<file path="src/rtl/coherence_bus_arbiter.sv">
// Snooping-bus controller for the MSI coherence fabric. It grants one cache
// request at a time in round-robin order, broadcasts it to the other caches,
// collects their snoop replies, and completes the transaction either from
// memory or from the owning cache's write-back data.
module coherence_bus_arbiter #(
  parameter int NCACHE = 4,
  parameter int ADDR_W = 5,
  parameter int DATA_W = 8
) (
  input  logic                     clock,
  input  logic                     reset,
  input  logic [NCACHE-1:0]        req_valid,
  input  logic [2*NCACHE-1:0]      req_type,
  input  logic [ADDR_W*NCACHE-1:0] req_addr,
  input  logic [DATA_W*NCACHE-1:0] req_data,
  output logic [NCACHE-1:0]        req_done,
  output logic [DATA_W-1:0]        resp_data,
  output logic                     busy,
  output logic [NCACHE-1:0]        snoop_valid,
  output logic [1:0]               snoop_type,
  output logic [ADDR_W-1:0]        snoop_addr,
  input  logic [NCACHE-1:0]        snoop_writeBack,
  input  logic [NCACHE-1:0]        snoop_abort,
  input  logic [DATA_W*NCACHE-1:0] snoop_data,
  output logic                     mem_wren,
  output logic [ADDR_W-1:0]        mem_addr,
  output logic [DATA_W-1:0]        mem_wdata,
  input  logic [DATA_W-1:0]        mem_rdata
);

  localparam int IDX_W = (NCACHE > 1) ? $clog2(NCACHE) : 1;
  localparam logic [1:0] T_INV = 2'b10;
  localparam logic [1:0] T_WB  = 2'b11;

  typedef enum logic [2:0] {
    IDLE, SNOOP, SNOOP_RSP, WB_MEM, MEM_RD, MEM_WAIT, DONE
  } state_t;

  state_t              state_q, state_d;
  logic [IDX_W-1:0]    last_q, last_d;
  logic [IDX_W-1:0]    req_q, req_d;
  logic [1:0]          type_q, type_d;
  logic [ADDR_W-1:0]   addr_q, addr_d;
  logic [DATA_W-1:0]   wdata_q, wdata_d;
  logic [DATA_W-1:0]   resp_q, resp_d;

  logic                gnt_found;
  logic [IDX_W-1:0]    gnt_idx;
  int                  cand;
  logic                own_found;
  logic [IDX_W-1:0]    own_idx;

  logic [1:0]          rtype [NCACHE];
  logic [ADDR_W-1:0]   raddr [NCACHE];
  logic [DATA_W-1:0]   rdat  [NCACHE];
  logic [DATA_W-1:0]   sdat  [NCACHE];

  // An abort reply only matters together with a write-back, which already
  // cancels the memory read, so the abort lines carry no extra information.
  logic unused_abort;
  assign unused_abort = ^snoop_abort;

  for (genvar g = 0; g < NCACHE; g++) begin : g_unpack
    assign rtype[g] = req_type[2*g +: 2];
    assign raddr[g] = req_addr[ADDR_W*g +: ADDR_W];
    assign rdat[g]  = req_data[DATA_W*g +: DATA_W];
    assign sdat[g]  = snoop_data[DATA_W*g +: DATA_W];
  end

  // Round-robin pick: first pending cache after the last one granted.
  always_comb begin
    gnt_found = 1'b0;
    gnt_idx   = '0;
    cand      = 0;
    for (int k = 1; k <= NCACHE; k++) begin
      cand = (int'(last_q) + k) % NCACHE;
      if (!gnt_found && req_valid[IDX_W'(cand)]) begin
        gnt_found = 1'b1;
        gnt_idx   = IDX_W'(cand);
      end
    end
  end

  // Lowest-index cache (other than the requester) supplying a Modified copy.
  always_comb begin
    own_found = 1'b0;
    own_idx   = '0;
    for (int i = NCACHE - 1; i >= 0; i--) begin
      if (snoop_writeBack[i] && (IDX_W'(i) != req_q)) begin
        own_found = 1'b1;
        own_idx   = IDX_W'(i);
      end
    end
  end

  // Next-state logic and transaction latching.
  always_comb begin
    state_d = state_q;
    last_d  = last_q;
    req_d   = req_q;
    type_d  = type_q;
    addr_d  = addr_q;
    wdata_d = wdata_q;
    resp_d  = resp_q;
    case (state_q)
      IDLE: begin
        if (gnt_found) begin
          req_d   = gnt_idx;
          last_d  = gnt_idx;
          type_d  = rtype[gnt_idx];
          addr_d  = raddr[gnt_idx];
          wdata_d = rdat[gnt_idx];
          state_d = (rtype[gnt_idx] == T_WB) ? WB_MEM : SNOOP;
        end
      end
      SNOOP: state_d = SNOOP_RSP;
      SNOOP_RSP: begin
        if (type_q == T_INV) begin
          state_d = DONE;
        end else if (own_found) begin
          resp_d  = sdat[own_idx];
          wdata_d = sdat[own_idx];
          state_d = WB_MEM;
        end else begin
          state_d = MEM_RD;
        end
      end
      WB_MEM:   state_d = DONE;
      MEM_RD:   state_d = MEM_WAIT;
      MEM_WAIT: begin
        resp_d  = mem_rdata;
        state_d = DONE;
      end
      DONE:     state_d = IDLE;
      default:  state_d = IDLE;
    endcase
  end

  // Control state and the response register, cleared by reset.
  always_ff @(posedge clock) begin
    if (reset) begin
      state_q <= IDLE;
      last_q  <= IDX_W'(NCACHE - 1);
      req_q   <= '0;
      resp_q  <= '0;
    end else begin
      state_q <= state_d;
      last_q  <= last_d;
      req_q   <= req_d;
      resp_q  <= resp_d;
    end
  end

  // Latched request fields; only observed through state-gated outputs.
  always_ff @(posedge clock) begin
    type_q  <= type_d;
    addr_q  <= addr_d;
    wdata_q <= wdata_d;
  end

  // Bus, memory and completion outputs decoded from the current state.
  always_comb begin
    busy        = (state_q != IDLE);
    snoop_valid = '0;
    snoop_type  = '0;
    snoop_addr  = '0;
    req_done    = '0;
    mem_wren    = 1'b0;
    mem_addr    = '0;
    mem_wdata   = '0;
    resp_data   = resp_q;
    case (state_q)
      SNOOP: begin
        snoop_valid = ~(NCACHE'(1) << req_q);
        snoop_type  = type_q;
        snoop_addr  = addr_q;
      end
      WB_MEM: begin
        mem_wren  = 1'b1;
        mem_addr  = addr_q;
        mem_wdata = wdata_q;
      end
      MEM_RD:  mem_addr = addr_q;
      DONE:    req_done = NCACHE'(1) << req_q;
      default: ;
    endcase
  end

endmodule

</file>
<file path="config.mk">
export PLATFORM = sky130hd
export DESIGN_NAME = coherence_bus_arbiter
export DESIGN_NICKNAME = d
export VERILOG_FILES = /design/src/rtl/coherence_bus_arbiter.sv
export SDC_FILE = /design/constraint.sdc
export NUM_CORES = 1
export LEC_CHECK = 0
export ABC_AREA = 1
export CAP_MARGIN = 20
export CELL_PAD_IN_SITES_DETAIL_PLACEMENT = 0
export CELL_PAD_IN_SITES_GLOBAL_PLACEMENT = 2
export CORE_ASPECT_RATIO = 1.25
export CORE_MARGIN = 2
export CORE_UTILIZATION = 20
export CTS_CLUSTER_SIZE = 25
export DETAILED_ROUTE_END_ITERATION = 10
export PLACE_DENSITY = 0.95
export RECOVER_POWER = 50
export REMOVE_ABC_BUFFERS = 1
export SLEW_MARGIN = 10
export SYNTH_ARGS = -nofsm -noshare
export SYNTH_HDL_FRONTEND = slang
export SYNTH_SLANG_ARGS = --single-unit
</file>
<file path="constraint.sdc">
create_clock -name clock -period 3.85 [get_ports clock]
set_clock_uncertainty 0.15 [all_clocks]
set_input_delay 0.5775 -clock clock [delete_from_list [all_inputs] [get_ports clock]]
set_output_delay 0.5775 -clock clock [all_outputs]
set_load 0.05 [all_outputs]
</file>
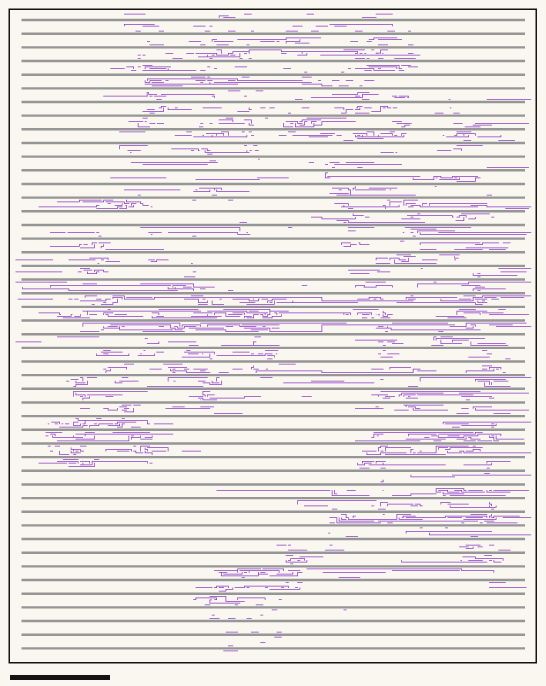
*Signal wires on met1*
Bar = 20 um. Supply wires on this layer in gray.
wire length on this layer: 3880 um
share of all routed wire: 42%
main direction: horizontal
longest straight run: 33.4 um
nets with wire on the layer: 572
GR Util met1: 0.154
Post-Route WL: 9250 um
vias: 3008

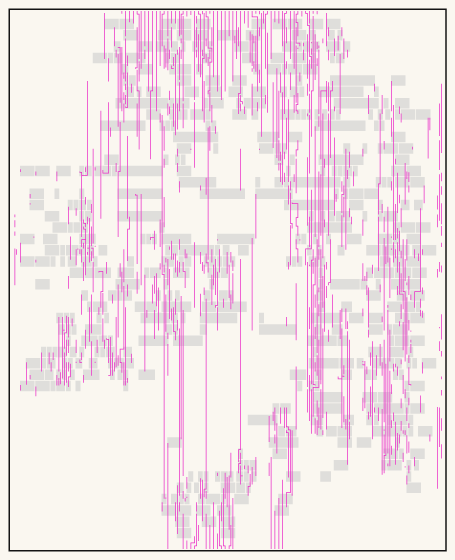
*Met2 routing*
Cells faint in the background.
main direction: vertical
share of all routed wire: 49%
M2 GR Usage: 0.237

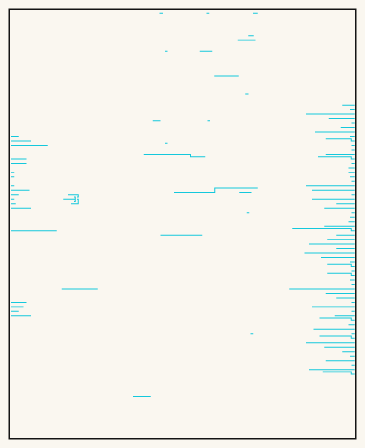
*Metal 3*
main direction: horizontal
longest straight run: 19.6 um
M3 GR Usage: 0.0290

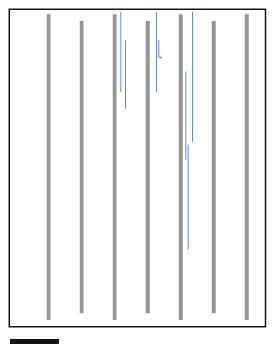
*Metal 4*
Bar = 20 um. Supply wires on this layer in gray.
share of all routed wire: 2.5%
longest straight run: 53.0 um
nets with wire on the layer: 7

==> flow_metrics.tcl <==
# yosys + openroad results
set metrics [dict create \
    status "complete, no violations" \
    irDropWorstVdd_mv 0.517 \
    grt_usage 0.132 \
    largest_area_cell "edfxtp_1" \
    clock_sinks 30 \
    io_pins 152 \
    crit_fanout 8 \
    topCellsByArea "edfxtp_1 18%, nand2_1 14%, dfxtp_1 12%" \
    timing.slew.headroom 0.480 \
    rows 46 \
    cp-end-kind "output pin" \
    busiest_layer "met2" \
    grt_pass1_wl_um 14400 \
    worst_slew_pin_slew_ns 0.776 \
    min_period_over_period 0.819 \
    tool_warnings 29 \
    initial_core_util 0.202 \
    max_cap_violations 0 \
    synth_flops 30 \
    ys_seq_frac 0.296 \
    grt_pass1_vias 2880 \
    synth.avg_cell_area_sq_um 6.46 \
    max_freq_mhz 317 \
    synth_cell_types 33 \
    lay_top_cells "137 x clkdlybuf4s50_1, 95 x nand2_1, 66 x nor2_1" \
    dr.pass1.iters 4 \
    grt_max_degree 33 \
    die_y_um 130 \
    cts_resized 0 \
    insertedDiodeCount 0 \
    via_per_inst 4.28 \
    drc 0 \
    dpl_cell_area_sq_mm 0.00411 \
    fill_cells 1391 \
    synth_top_area_share 0.178 \
    fin_cells 702 \
    cts-root-buf "clkbuf_16" \
    mi_logic_area_sq_mm 0.00145 \
    ys_sh_mux 0 \
    cts_tree "yes" \
    cts_buffer_depth 2 \
    synth.cell_area_sq_mm 0.00253 \
    post_cts.repair.setup_buffers 0 \
    synthFlopType "edfxtp_1" \
    place_congestion 0.788 \
    period_needed_ns 3.15 \
    syn_to_final_growth_pct 66.6 \
    synthAdderAreaFrac 0 \
    drive_gt1_frac 0.0787 \
    antenna_found_initial 0 \
    antenna_left 0 \
    fin_ws_ns 0.698 \
    numCtsBuffers 5 \
    crit_required_ns 3.12 \
    xor_area_frac 0 \
    min_path_type "register to register" \
    place_ws_ns 0.815 \
    first_iter_violations 110 \
    die_x_um 105 \
    powerDensity_mw_per_mm2 822 \
    yosys_area_sq_mm 0.00253 \
    p_total_mw 3.47 \
    layout.nets 647 \
    cp.arrival_ns 2.42 \
    rsz0062_at_grt "false" \
    highest_layer "met4" \
    start_kind "register" \
    clk_latency_ns 0.27 \
    synthSimpleGateAreaFrac 0.373 \
    seq_area_sq_um 751 \
    yosys-stat-cells 392 \
    edf_count 15 \
    die-area_sq_mm 0.0136 \
    p_leak_nw 1.76 \
    met3_wirelength_um 582 \
    route.met2.wl_um 4550 \
    wirelength_met1_um 3880 \
    detail_route.wl_per_cell_um 13.2 \
    synth_warnings 0 \
    hold_buffers 0 \
]
-- registers in the layout, summed over array words and instances (netlist names) --
name	cells
addr_q	5
last_q	2
req_q	2
resp_data	8
state_q	3
type_q	2
wdata_q	8
-- cells by family (layout without fill, tap and decap cells) --
kind of cell           after synthesis  count (layout)
and+or+nand+nor                    208             208
buffers and inverters               62             204
AOI/OAI and AO/OA                   92              92
DFF                                 30              30
-- path summary, 6_finish.rpt --
check,start,slack (ns),end,depth (start not counted)
max,state_q[0],0.70,mem_wdata[3],5
min,resp_data[2],0.41,resp_data[2],2
max reg2reg,req_q[1],1.00,wdata_q[4],12
min reg2reg,resp_data[2],0.41,resp_data[2],2
-- critical path, cell delays in order (launching register included) --
cell and delay (ns):
dfxtp_1 0.39, inv_1 0.10, nor3_1 0.45, inv_1 0.24, nor2_1 0.15, clkdlybuf4s50_1 0.83
-- cell type report --
cell class              count  area share
clock buffers               6      0.0305
clock inverters             2     0.00207
inverters                  47      0.0448
multi-input cells         300       0.343
flip-flops and latches     30       0.178
well taps                 168      0.0498
repair buffers            149       0.352
-- synthesized netlist by cell type, types with 8 or more instances --
| cell | n |
|---|---|
| edfxtp_1 | 15 |
| a21oi_1 | 15 |
| dfxtp_1 | 15 |
| a22oi_1 | 8 |
| o211ai_1 | 8 |
| o22ai_1 | 13 |
| inv_1 | 38 |
| nand2_2 | 15 |
| o21ai_1 | 22 |
| o21ai_0 | 23 |
| nand2_1 | 92 |
| nor2_1 | 66 |
| nand3_1 | 14 |
-- report_power, final --
group / internal (mW) / leakage [nW] / switching (mW)
sequential: 0.583 / 0.270 / 0.0966
combinational: 0.779 / 1.42 / 1.65
clock: 0.235 / 0.0683 / 0.127
total: 1.60 / 1.76 / 1.87
No activity file was given, so power comes from the tool's default toggle rates.
